==> config.mk <==
export PLATFORM = sky130hd
export DESIGN_NAME = fir_mac_sequencer
export DESIGN_NICKNAME = d
export VERILOG_FILES = /design/src/rtl/fir_mac_sequencer.sv
export SDC_FILE = /design/constraint.sdc
export NUM_CORES = 1
export LEC_CHECK = 0
export CAP_MARGIN = 25
export CORE_MARGIN = 2
export CORE_UTILIZATION = 65
export CTS_CLUSTER_SIZE = 28
export DETAILED_ROUTE_END_ITERATION = 12
export GPL_ROUTABILITY_DRIVEN = 0
export MAX_ROUTING_LAYER = met4
export PLACE_DENSITY_LB_ADDON = 0.3
export SLEW_MARGIN = 40
export SYNTH_ARGS = -nofsm -noshare
export SYNTH_HDL_FRONTEND = slang
export SYNTH_SLANG_ARGS = --single-unit
==> constraint.sdc <==
create_clock -name clk -period 13.3 [get_ports clk]
set_input_delay 1.33 -clock clk [delete_from_list [all_inputs] [get_ports clk]]
set_output_delay 1.33 -clock clk [all_outputs]
set_load 0.05 [all_outputs]
==> src/rtl/fir_mac_sequencer.sv <==
// fir_mac_sequencer
//   Time-multiplexed FIR filter controller. One multiply-accumulate per clock
//   against an external delay-line RAM (samples) and coefficient ROM (Q1.(CW-1)).
//   After reset the delay line is zero-filled. Each accepted sample is written
//   at wr_ptr. NTAPS taps are then read newest-to-oldest and accumulated, and
//   the scaled result is presented with a valid/ready handshake.
//
//   Build option: define FIR_SATURATE_EN to clamp the output to the DW-bit
//   signed range. Left undefined, the output wraps (low DW bits).
//
// Ports
//   clk, reset            clock, asynchronous active-high reset
//   in_valid/in_ready     sample input handshake, in_data (DW, signed)
//   sram_addr/we/wdata    delay-line RAM write/read address and write data
//   sram_rdata            delay-line read data, 1-cycle latency
//   crom_addr/crom_rdata  coefficient ROM address / data, 1-cycle latency
//   out_valid/out_ready   result handshake, out_data (DW, signed)
//   busy                  high whenever the sequencer is not idle
module fir_mac_sequencer #(
    parameter int NTAPS = 62,
    parameter int DW    = 16,
    parameter int CW    = 16,
    parameter int AW    = 6,
    parameter int ACCW  = 38
) (
    input  logic          clk,
    input  logic          reset,
    input  logic          in_valid,
    output logic          in_ready,
    input  logic [DW-1:0] in_data,
    output logic [AW-1:0] sram_addr,
    output logic          sram_we,
    output logic [DW-1:0] sram_wdata,
    input  logic [DW-1:0] sram_rdata,
    output logic [AW-1:0] crom_addr,
    input  logic [CW-1:0] crom_rdata,
    output logic          out_valid,
    input  logic          out_ready,
    output logic [DW-1:0] out_data,
    output logic          busy
);

`ifdef FIR_SATURATE_EN
    localparam bit SAT_EN = 1'b1;
`else
    localparam bit SAT_EN = 1'b0;
`endif

    localparam logic [AW-1:0] LAST    = AW'(NTAPS - 1);
    localparam logic [AW:0]   NTAPS_W = (AW + 1)'(NTAPS);
    localparam int            PW      = DW + CW;

    typedef enum logic [2:0] {
        S_CLEAR  = 3'd0,
        S_IDLE   = 3'd1,
        S_WRITE  = 3'd2,
        S_MAC    = 3'd3,
        S_DRAIN  = 3'd4,
        S_OUTPUT = 3'd5
    } state_t;

    state_t                  state_q, state_d;
    logic [AW-1:0]           wr_ptr_q, wr_ptr_d;
    // k doubles as the zero-fill address counter during CLEAR
    logic [AW-1:0]           k_q, k_d;
    logic signed [ACCW-1:0]  acc_q, acc_d;
    logic [DW-1:0]           sample_q, sample_d;
    // a product is on the RAM/ROM data buses this cycle (address issued last cycle)
    logic                    prod_vld_q, prod_vld_d;

    // ------------------------------------------------------------------
    // Datapath helpers
    // ------------------------------------------------------------------
    logic signed [PW-1:0]    prod;
    logic signed [ACCW-1:0]  prod_ext;
    logic [AW:0]             rd_addr_w;
    logic signed [ACCW-1:0]  acc_sh;
    logic                    fits;
    logic [DW-1:0]           sat_word;
    logic [DW-1:0]           out_word;

    assign prod     = $signed(sram_rdata) * $signed(crom_rdata);
    assign prod_ext = {{(ACCW - PW){prod[PW-1]}}, prod};

    // (wr_ptr - k) mod NTAPS without a divider: both operands are < NTAPS
    always_comb begin
        if (wr_ptr_q >= k_q)
            rd_addr_w = {1'b0, wr_ptr_q} - {1'b0, k_q};
        else
            rd_addr_w = {1'b0, wr_ptr_q} + NTAPS_W - {1'b0, k_q};
    end

    // Drop the Q1.(CW-1) fraction bits, then either clamp or wrap to DW bits
    assign acc_sh   = acc_q >>> (CW - 1);
    assign fits     = (acc_sh[ACCW-1:DW-1] == {(ACCW - DW + 1){acc_sh[DW-1]}});
    assign sat_word = fits ? acc_sh[DW-1:0]
                    : (acc_sh[ACCW-1] ? {1'b1, {(DW - 1){1'b0}}}
                                      : {1'b0, {(DW - 1){1'b1}}});
    assign out_word = SAT_EN ? sat_word : acc_sh[DW-1:0];

    // ------------------------------------------------------------------
    // Next-state and output decode
    // ------------------------------------------------------------------
    always_comb begin
        state_d    = state_q;
        wr_ptr_d   = wr_ptr_q;
        k_d        = k_q;
        acc_d      = acc_q;
        sample_d   = sample_q;
        prod_vld_d = (state_q == S_MAC);

        in_ready   = 1'b0;
        sram_addr  = '0;
        sram_we    = 1'b0;
        sram_wdata = '0;
        crom_addr  = '0;
        out_valid  = 1'b0;
        out_data   = '0;
        busy       = 1'b1;

        // the product issued in the previous MAC cycle lands here (MAC k>=1 or DRAIN)
        if (prod_vld_q)
            acc_d = acc_q + prod_ext;

        case (state_q)
            S_CLEAR: begin
                sram_we   = 1'b1;
                sram_addr = k_q;
                if (k_q == LAST) begin
                    k_d     = '0;
                    state_d = S_IDLE;
                end else begin
                    k_d = k_q + 1'b1;
                end
            end
            S_IDLE: begin
                busy     = 1'b0;
                in_ready = 1'b1;
                if (in_valid) begin
                    sample_d = in_data;
                    state_d  = S_WRITE;
                end
            end
            S_WRITE: begin
                sram_we    = 1'b1;
                sram_addr  = wr_ptr_q;
                sram_wdata = sample_q;
                acc_d      = '0;
                k_d        = '0;
                state_d    = S_MAC;
            end
            S_MAC: begin
                sram_addr = rd_addr_w[AW-1:0];
                crom_addr = k_q;
                if (k_q == LAST) begin
                    k_d     = '0;
                    state_d = S_DRAIN;
                end else begin
                    k_d = k_q + 1'b1;
                end
            end
            S_DRAIN: begin
                state_d = S_OUTPUT;
            end
            S_OUTPUT: begin
                out_valid = 1'b1;
                out_data  = out_word;
                if (out_ready) begin
                    wr_ptr_d = (wr_ptr_q == LAST) ? '0 : wr_ptr_q + 1'b1;
                    state_d  = S_IDLE;
                end
            end
            default: begin
                // unreachable encodings: recover through a full zero-fill
                k_d        = '0;
                acc_d      = '0;
                prod_vld_d = 1'b0;
                state_d    = S_CLEAR;
            end
        endcase
    end

    // ------------------------------------------------------------------
    // State registers
    // ------------------------------------------------------------------
    always_ff @(posedge clk or posedge reset) begin
        if (reset) begin
            state_q    <= S_CLEAR;
            wr_ptr_q   <= '0;
            k_q        <= '0;
            acc_q      <= '0;
            sample_q   <= '0;
            prod_vld_q <= 1'b0;
        end else begin
            state_q    <= state_d;
            wr_ptr_q   <= wr_ptr_d;
            k_q        <= k_d;
            acc_q      <= acc_d;
            sample_q   <= sample_d;
            prod_vld_q <= prod_vld_d;
        end
    end

endmodule

==> results.toml, run 1 <==
# implementation run metrics
[setup_path]
r2r-end = "acc_q[30]"
r2r_cells = 18
rrSetupSlack_ns = 7.86
crit_chain = "clkdlybuf4s50_1, nand2_1, inv_1, fa_1, fa_1, fa_1, fa_1, fa_1, inv_1, fa_1, inv_1, ha_1, a21oi_1, o2bb2ai_1, a31oi_1, nand3b_1, o41ai_1, o21ai_1, xnor2_1, o21ai_1"
end_kind = "register"
timing.rr.start = "acc_q[15]"
path_max_fanout = 16
arrival_ns = 8.18
crit_top_cell = "fa_1"
worst_ep_required_time_ns = 13.49
crit_slowest_cell = "clkdlybuf4s50_1"

[drt]
wl_per_cell_um = 17.1
wl_um = 31900
drc_errors = 0
firstDrtPassIters = 5
antenna_left = 0
drtIter0Drc = 640
avgViaCountPerCell = 5.65

[global_route]
grt_pass1_vias = 11500
grt_max_degree = 64

[floorplanning]
coreArea_um2 = 21200
die_y_um = 151
fp_util_pct = 66.5

[timing]
report.final.slew_viol_count = 0
fin_tns_setup_ns = 0
max_slew_margin_pct = 46.2
post-route-period-util_pct = 60.0
worst_hold_slack_ns = 0.478
rsz0062_at_grt = "false"
period_minus_slack_ns = 7.98
tightest_slew_ns = 0.805

[yosys]
synth.largest_area_cell = "fa_1"
yosys_warnings = 0
edf_count = 0
syn_area_um2 = 14100
synth_cell_types = 59
common_cells = "351 x inv_1, 287 x fa_1, 175 x nand2_1"
yosys_cells = 1520
synth-seq-cells = 63
synthesis.nets = 1972
synthesis.instances = 1520
synthArstFlopShare_pct = 100
ys_seq_share_pct = 11.2
area_leaders = "fa_1 41%, dfrtp_1 11%, ha_1 10%"
top_area_share_pct = 40.9
synth_area_per_cell_um2 = 9.25

[job]
drv_cap = 0

[place]
place_area_um2 = 15200
dp_slack_ns = 5.03
hpwl_um = 25800
dp_cells = 1844

[clock_network]
clk_pin_slew_ns = 0.06
clock-root-buffer = "clkbuf_16"
clockBufferDepth = 2
hold_buffers = 0
h-tree-depth = 3
cts-resized-gates = 0
cts_tree = "yes"
cts_setup_buffers = 0
cts_made_buffers = 9

[finish]
antenna_cells = 0
final_core_util_pct = 73.5
nNetsFinal = 2032
drive_gt1_share_pct = 2.71
final_cell_mix = "350 x inv_1, 287 x fa_1, 174 x nand2_1, 135 x and2_1, 113 x ha_1"

[outcome]
run_status = "finished clean"

[min_path]
whs_path_depth = 1
min_from = "sample_q[4]"
[run 1: layout make-up]
cell class / instances / area, um2 / area share [%]
clock inverter: 7 / 80.1 / 0.515
inverter: 352 / 1320 / 8.50
timing repair buffer: 104 / 1030 / 6.64
multi-input combinational: 1050 / 11000 / 70.5
tap: 275 / 344 / 2.21
sequential: 63 / 1580 / 10.1
clock buffer: 9 / 225 / 1.45
[run 1: per-layer routing]
metal,share of wire [%],global-route usage (%),up-vias
met1,38,37.5,5315
li1,-,-,4716
met2,53,54.4,380
met3,5.0,3.37,94
met4,3.6,10.2,0
met5,0,-,-
[run 1: how the worst max path moves through the flow]
stage	from	end	cells past startpoint
5_1_grt	sram_rdata[15]	acc_q[30]	20
3_5_place_dp	sram_rdata[15]	acc_q[30]	20
3_3_place_gp	crom_rdata[2]	acc_q[30]	20
4_1_cts	crom_rdata[2]	acc_q[30]	20
6_report	crom_rdata[2]	acc_q[30]	20
2_1_floorplan	sram_rdata[15]	acc_q[30]	21
[run 1: cell families (layout without fill, tap and decap cells)]
group	after synthesis	in the layout	synth area share, %
compound gates	157	157	7.40
xor+xnor	49	49	3.05
fa+ha+maj	400	400	50.9
buf+inv	407	472	10.9
flops	63	63	11.2
mux	24	24	1.86
simple gates	420	420	14.7
[run 1: worst max-delay path, delay by kind of cell]
family / cells / cell delay (ns)
AND-OR/OR-AND: 6 / 1.32
XOR/XNOR: 1 / 0.18
AND/OR/NAND/NOR: 2 / 0.43
adder cells (fa/ha/maj): 7 / 3.78
buffers and inverters: 4 / 1.13
[run 1: state kept, by name (all words and copies together), names as in the netlist]
name / count
wr_ptr_q: 6
state_q: 3
acc_q: 31
sample_q: 16
k_q: 6
prod_vld_q: 1
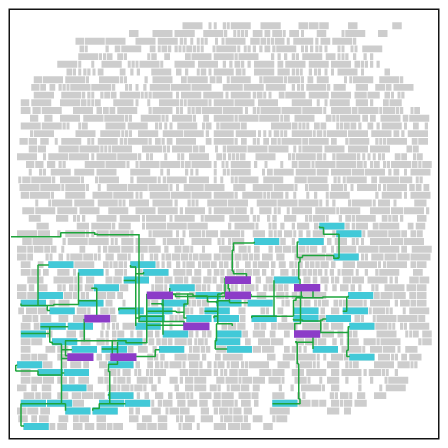
**Above:** run 1 (routed clock nets over the placement).
Key: clock-net drivers = purple [count 9]; flip-flops = cyan [count 63]; clock wires = green [length 925 um]
There are 10 routed clock nets.
Worst Clk Skew: 0.0107 ns
Late-Pin Clk Latency: 0.34 ns

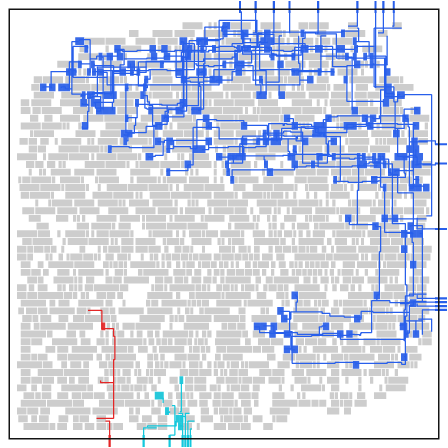
**Above:** run 1 (nets reached from selected ports).
Key: in_ready = red [direction output, edge bottom, end cells 1, wire 66.2 um]; sram_addr = cyan [direction output, edge bottom, end cells 6, wire 81.8 um]; crom_rdata = blue [direction input, edge 9 top, 7 right, end cells 248, wire 3470 um]
I/O pin total: 100
PortBufs: 99

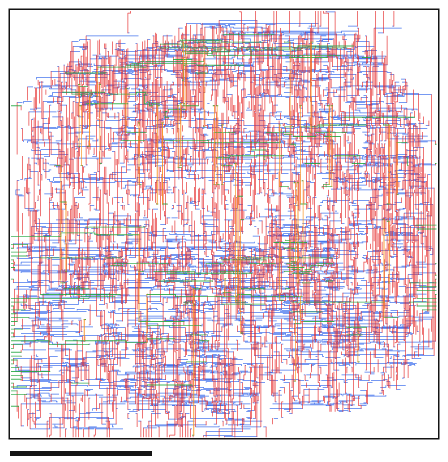
**Above:** run 1 (routed metal, one colour a layer).
Bar = 50 um.
Key: M4 = orange [wire length 1150 um]; M1 = blue [wire length 12300 um]; M3 = green [wire length 1590 um]; M2 = red [wire length 16900 um]
routed vias: 10500
GRT Total Usage: 30.9%

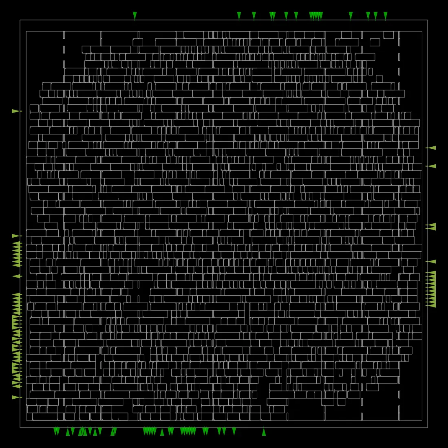
**Above:** run 1 (placed standard cells).
tally of filler cells in the layout: 1588
Well Taps: 275
Seq area share: 10.1%
Non-Filler Instances: 1860

**Run 1: pin placement**

Pins as bars across the die edge, other pins in grey.
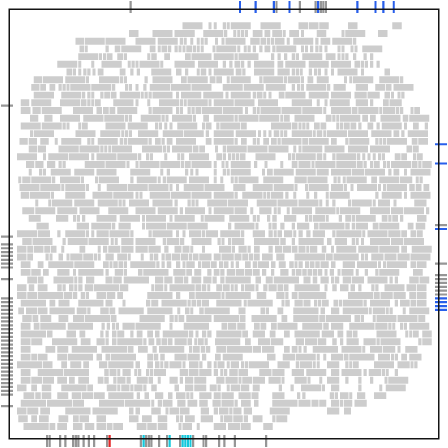

==> run 2: changes to the inputs <==
--- a/config.mk
+++ b/config.mk
@@ -7,7 +7,7 @@
 export LEC_CHECK = 0
 export CAP_MARGIN = 25
 export CORE_MARGIN = 2
-export CORE_UTILIZATION = 65
+export CORE_UTILIZATION = 56
 export CTS_CLUSTER_SIZE = 28
 export DETAILED_ROUTE_END_ITERATION = 12
 export GPL_ROUTABILITY_DRIVEN = 0
==> constraint.sdc (replaced) <==
create_clock -name clk -period 6.6 [get_ports clk]
set_input_delay 0.66 -clock clk [delete_from_list [all_inputs] [get_ports clk]]
set_output_delay 0.66 -clock clk [all_outputs]
set_load 0.05 [all_outputs]
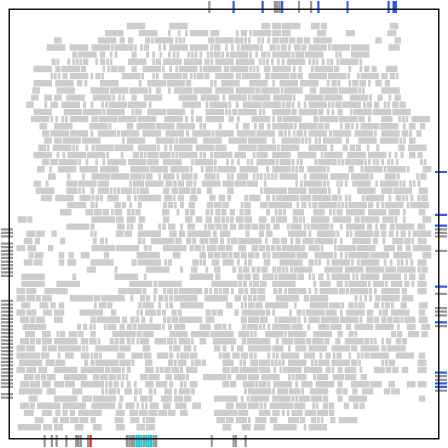
**Above:** run 2 (pin placement).
Pins as bars across the die edge, other pins in grey.
Key: in_ready = red [pins 1, direction output, edge bottom]; sram_addr = cyan [pins 6, direction output, edge bottom]; crom_rdata = blue [pins 16, direction input, edge 8 right, 8 top]
All pins by edge: 40 left, 26 bottom, 20 right, 14 top.
die height: 162 um
die width: 162 um

==> results.toml, run 2 <==
# implementation run metrics
[outcome]
run_status = "finished clean"

[timing]
tightest_slew_ns = 0.789
rsz0062_at_grt = "false"
max_slew_margin_pct = 47.4
skew_ns = 0.00810
report.final.slew_viol_count = 0
period_minus_slack_ns = 6.35
worst_hold_slack_ns = 0.480
post-route-period-util_pct = 96.3

[finish]
largest_reg_flops = 31
nNetsFinal = 2150
final_core_util_pct = 67.8
regMostFlops = "acc_q"
drive_gt1_share_pct = 9.57
antenna_cells = 0
logic_area_um2 = 11000
fin_cells = 2027
n_fill_cell = 1895
final_cell_mix = "350 x inv_1, 285 x fa_1, 174 x nand2_1, 135 x and2_1, 114 x buf_4"

[drt]
drc_errors = 0
antenna_left = 0
via_count = 10700
firstDrtPassIters = 6
wl_per_cell_um = 16.1
drtIter0Drc = 707
wl_um = 32700

[global_route]
grt_max_degree = 64
grt_pass1_vias = 11700

[clock_network]
cts_setup_buffers = 0
insertion_delay_ns = 0.33
clk_pin_slew_ns = 0.06
clock-root-buffer = "clkbuf_16"
h-tree-depth = 3
cts_tree = "yes"

[floorplanning]
fp_util_pct = 57.5
coreArea_um2 = 24500
io_pins = 100

[job]
warnings = 33
drv_cap = 0

[yosys]
ys_seq_share_pct = 11.2
yosys_warnings = 0
synth-seq-cells = 63
synthesis.instances = 1520
synth.largest_area_cell = "fa_1"
edf_count = 0
synth_area_per_cell_um2 = 9.25
top_area_share_pct = 40.9
ys_chip_area_um2 = 14100
common_cells = "351 x inv_1, 287 x fa_1, 175 x nand2_1"
yosys_cells = 1520

[place]
hpwl_um = 27800
dp_cells = 2011
place_area_um2 = 16300
dp_slack_ns = -0.359

[setup_path]
crit_slowest_cell = "fa_1"
cp_num_buf_inv = 7
worst_ep_required_time_ns = 6.80
crit_chain = "clkdlybuf4s50_1, buf_4, buf_4, nand2_1, fa_1, inv_1, fa_1, fa_1, fa_1, fa_1, inv_1, fa_1, inv_1, ha_1, and4_1, and4_1, o2111ai_1, nand3b_1, o41ai_1, buf_4, o21ai_1, xnor2_1, o21ai_1"
path_max_fanout = 7
crit_top_cell = "fa_1"
end_kind = "register"
crit_family = "adder cells"
## run 2: final timing paths
path                                from     endpoint  slack [ns]  depth (start not counted)
max in group asynchronous          reset  sample_q[0]        5.38                          3
max                        sram_rdata[7]    acc_q[30]        0.25                         23
max reg2reg                    acc_q[15]    acc_q[30]        1.55                         19
min                          sample_q[2]  sample_q[2]        0.48                          1
min reg2reg                  sample_q[2]  sample_q[2]        0.48                          1
min in group asynchronous          reset     acc_q[3]        0.80                          3
## run 2: repair_timing
action,4_1_cts,5_1_grt
pin swaps,0,1
endpoints found under the setup margin,1,7
resized,1,9
## run 2: worst register-to-register path, cell delays in order, from the launching register on
cell,delay [ns]
dfrtp_1,0.37
inv_1,0.07
fa_1,0.49
inv_1,0.05
fa_1,0.53
fa_1,0.45
fa_1,0.54
inv_1,0.05
fa_1,0.49
inv_1,0.05
ha_1,0.32
and4_1,0.21
and4_1,0.22
o2111ai_1,0.12
nand3b_1,0.17
o41ai_1,0.28
buf_4,0.18
o21ai_1,0.08
xnor2_1,0.17
o21ai_1,0.08
## run 2: kinds of logic (layout without fill, tap and decap cells)
family / after synthesis / in the layout / synth area share (%)
simple gates: 420 / 420 / 14.7
buf+inv: 407 / 590 / 10.9
fa+ha+maj: 400 / 400 / 50.9
compound gates: 157 / 157 / 7.40
flops: 63 / 63 / 11.2
xor+xnor: 49 / 49 / 3.05
mux: 24 / 24 / 1.86
## run 2: layer usage
| layer | wire length [um] | vias to the layer above | global-route usage [%] |
|---|---|---|---|
| met5 | 0 | - | - |
| met4 | 834 | 0 | 7.56 |
| met3 | 1560 | 51 | 3.06 |
| met2 | 16400 | 312 | 45.9 |
| met1 | 13900 | 5406 | 36.1 |
| li1 | - | 4955 | - |
## run 2: cell type report
| class | instances | share of cell area (%) |
|---|---|---|
| multi-input combinational | 1050 | 66.3 |
| timing repair buffer | 222 | 12.2 |
| sequential | 63 | 9.51 |
| inverter | 352 | 7.97 |
| tap | 324 | 2.45 |
| clock buffer | 12 | 1.43 |
| clock inverter | 4 | 0.136 |
==> run 3: changes to the inputs <==
--- a/config.mk
+++ b/config.mk
@@ -5,7 +5,7 @@
 export SDC_FILE = /design/constraint.sdc
 export NUM_CORES = 1
 export LEC_CHECK = 0
-export CAP_MARGIN = 25
+export CAP_MARGIN = 20
 export CORE_MARGIN = 2
 export CORE_UTILIZATION = 56
 export CTS_CLUSTER_SIZE = 28
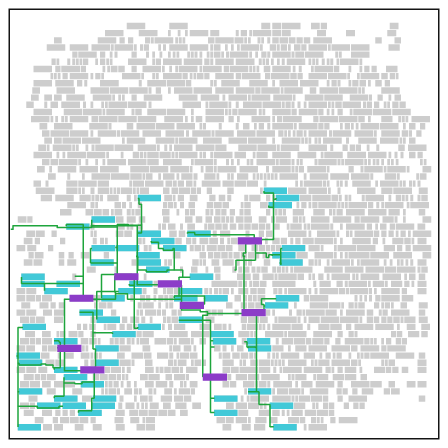
**Above:** run 3 (routed clock nets over the placement).
Key: clock-net drivers = purple [count 9]; flip-flops = cyan [count 63]; clock wires = green [length 959 um]
There are 10 routed clock nets.
Worst Clk Skew: 0.00810 ns
Late-Pin Clk Latency: 0.33 ns

==> results.toml, run 3 <==
# implementation run metrics
[finish]
area_growth_pct = 17.9
regMostFlops = "acc_q"
final_cell_mix = "350 x inv_1, 285 x fa_1, 174 x nand2_1, 135 x and2_1, 114 x buf_4"
logic_area_um2 = 11000
largest_reg_flops = 31
fin_cells = 2027
n_fill_cell = 1895

[setup_path]
cp_num_buf_inv = 7
crit_family = "adder cells"
timing.rr.start = "acc_q[15]"
crit_top_cell = "fa_1"
worst_ep_required_time_ns = 6.80
crit_chain = "clkdlybuf4s50_1, buf_4, buf_4, nand2_1, fa_1, inv_1, fa_1, fa_1, fa_1, fa_1, inv_1, fa_1, inv_1, ha_1, and4_1, and4_1, o2111ai_1, nand3b_1, o41ai_1, buf_4, o21ai_1, xnor2_1, o21ai_1"
r2r_cells = 19
end_kind = "register"

[yosys]
yosys_cells = 1520
common_cells = "351 x inv_1, 287 x fa_1, 175 x nand2_1"
ys_chip_area_um2 = 14100
yosys_warnings = 0
synth-seq-cells = 63
ys_seq_share_pct = 11.2
top_area_share_pct = 40.9
synth_area_per_cell_um2 = 9.25
edf_count = 0
synth.largest_area_cell = "fa_1"
synthesis.instances = 1520
synthesis.nets = 1972

[timing]
rsz0062_at_grt = "false"
worst_hold_slack_ns = 0.480
period_minus_slack_ns = 6.35
finalSetupViolCount = 0
post-route-period-util_pct = 96.3
hold_violations = 0
report.final.slew_viol_count = 0
tightest_slew_ns = 0.789
max_slew_margin_pct = 47.4

[clock_network]
h-tree-depth = 3
clk_pin_slew_ns = 0.06
cts_tree = "yes"
clock-root-buffer = "clkbuf_16"
cts_setup_buffers = 0

[drt]
via_count = 10700
antenna_left = 0
drc_errors = 0
wl_um = 32700
firstDrtPassIters = 6
drtIter0Drc = 707

[place]
hpwl_um = 27800
dp_cells = 2011

[floorplanning]
io_pins = 100
die_y_um = 162
fp.dieW_um = 162
fp_util_pct = 57.5
coreArea_um2 = 24500

[job]
drv_cap = 0
warnings = 33

[global_route]
antenna_found_initial = 0
grt_pass1_vias = 11700

[min_path]
whs_path_depth = 1
min_from = "sample_q[2]"

[outcome]
run_status = "finished clean"
[run 3: cell counts in the layout (fill, tap and decap cells not counted)]
No cell type changed its count.
[run 3: kinds of logic (layout without fill, tap and decap cells)]
logic type | Yosys count | count (layout) | synth area share [%]
compound gates | 157 | 157 | 7.40
xor+xnor | 49 | 49 | 3.05
simple gates | 420 | 420 | 14.7
flops | 63 | 63 | 11.2
fa+ha+maj | 400 | 400 | 50.9
mux | 24 | 24 | 1.86
buf+inv | 407 | 590 | 10.9
[run 3: metrics by stage]
stage / instance area (um2) / setup WS [ns]
after floorplan: 14100 / 0.0803
after global placement: 16300 / -0.177
after detailed placement: 16300 / -0.359
after CTS: 16500 / 0.0871
after global routing: 16600 / 0.000721
final: 16600 / 0.247
[run 3: per-layer routing]
metal  GRT usage (%)  wire [um]
met5               -          0
met4            7.56        834
met3            3.06       1560
met2            45.9      16400
met1            36.1      13900
[run 3: path summary, 6_finish.rpt]
path	endpoint	slack, ns
worst min register to register	sample_q[2]	0.48
worst max register to register	acc_q[30]	1.55
min in group asynchronous	acc_q[3]	0.80
worst min-delay path	sample_q[2]	0.48
max in group asynchronous	sample_q[0]	5.38
worst max-delay path	acc_q[30]	0.25
[run 3: cell type report]
cell class | count | area share [%]
multi-input combinational | 1050 | 66.3
timing repair buffer | 222 | 12.2
sequential | 63 | 9.51
inverter | 352 | 7.97
tap | 324 | 2.45
clock buffer | 12 | 1.43
clock inverter | 4 | 0.136
[run 3: timing repair]
action                                  4_1_cts  5_1_grt
pin swaps                                     0        1
gates cloned                                  0        0
gates resized                                 1        9
hold endpoints to repair                      0        0
endpoints found under the setup margin        1        7
[run 3: worst register-to-register path: stages (launching register included)]
cell and delay, ns:
dfrtp_1 0.37, inv_1 0.07, fa_1 0.49, inv_1 0.05, fa_1 0.53, fa_1 0.45
fa_1 0.54, inv_1 0.05, fa_1 0.49, inv_1 0.05, ha_1 0.32, and4_1 0.21
and4_1 0.22, o2111ai_1 0.12, nand3b_1 0.17, o41ai_1 0.28, buf_4 0.18, o21ai_1 0.08
xnor2_1 0.17, o21ai_1 0.08
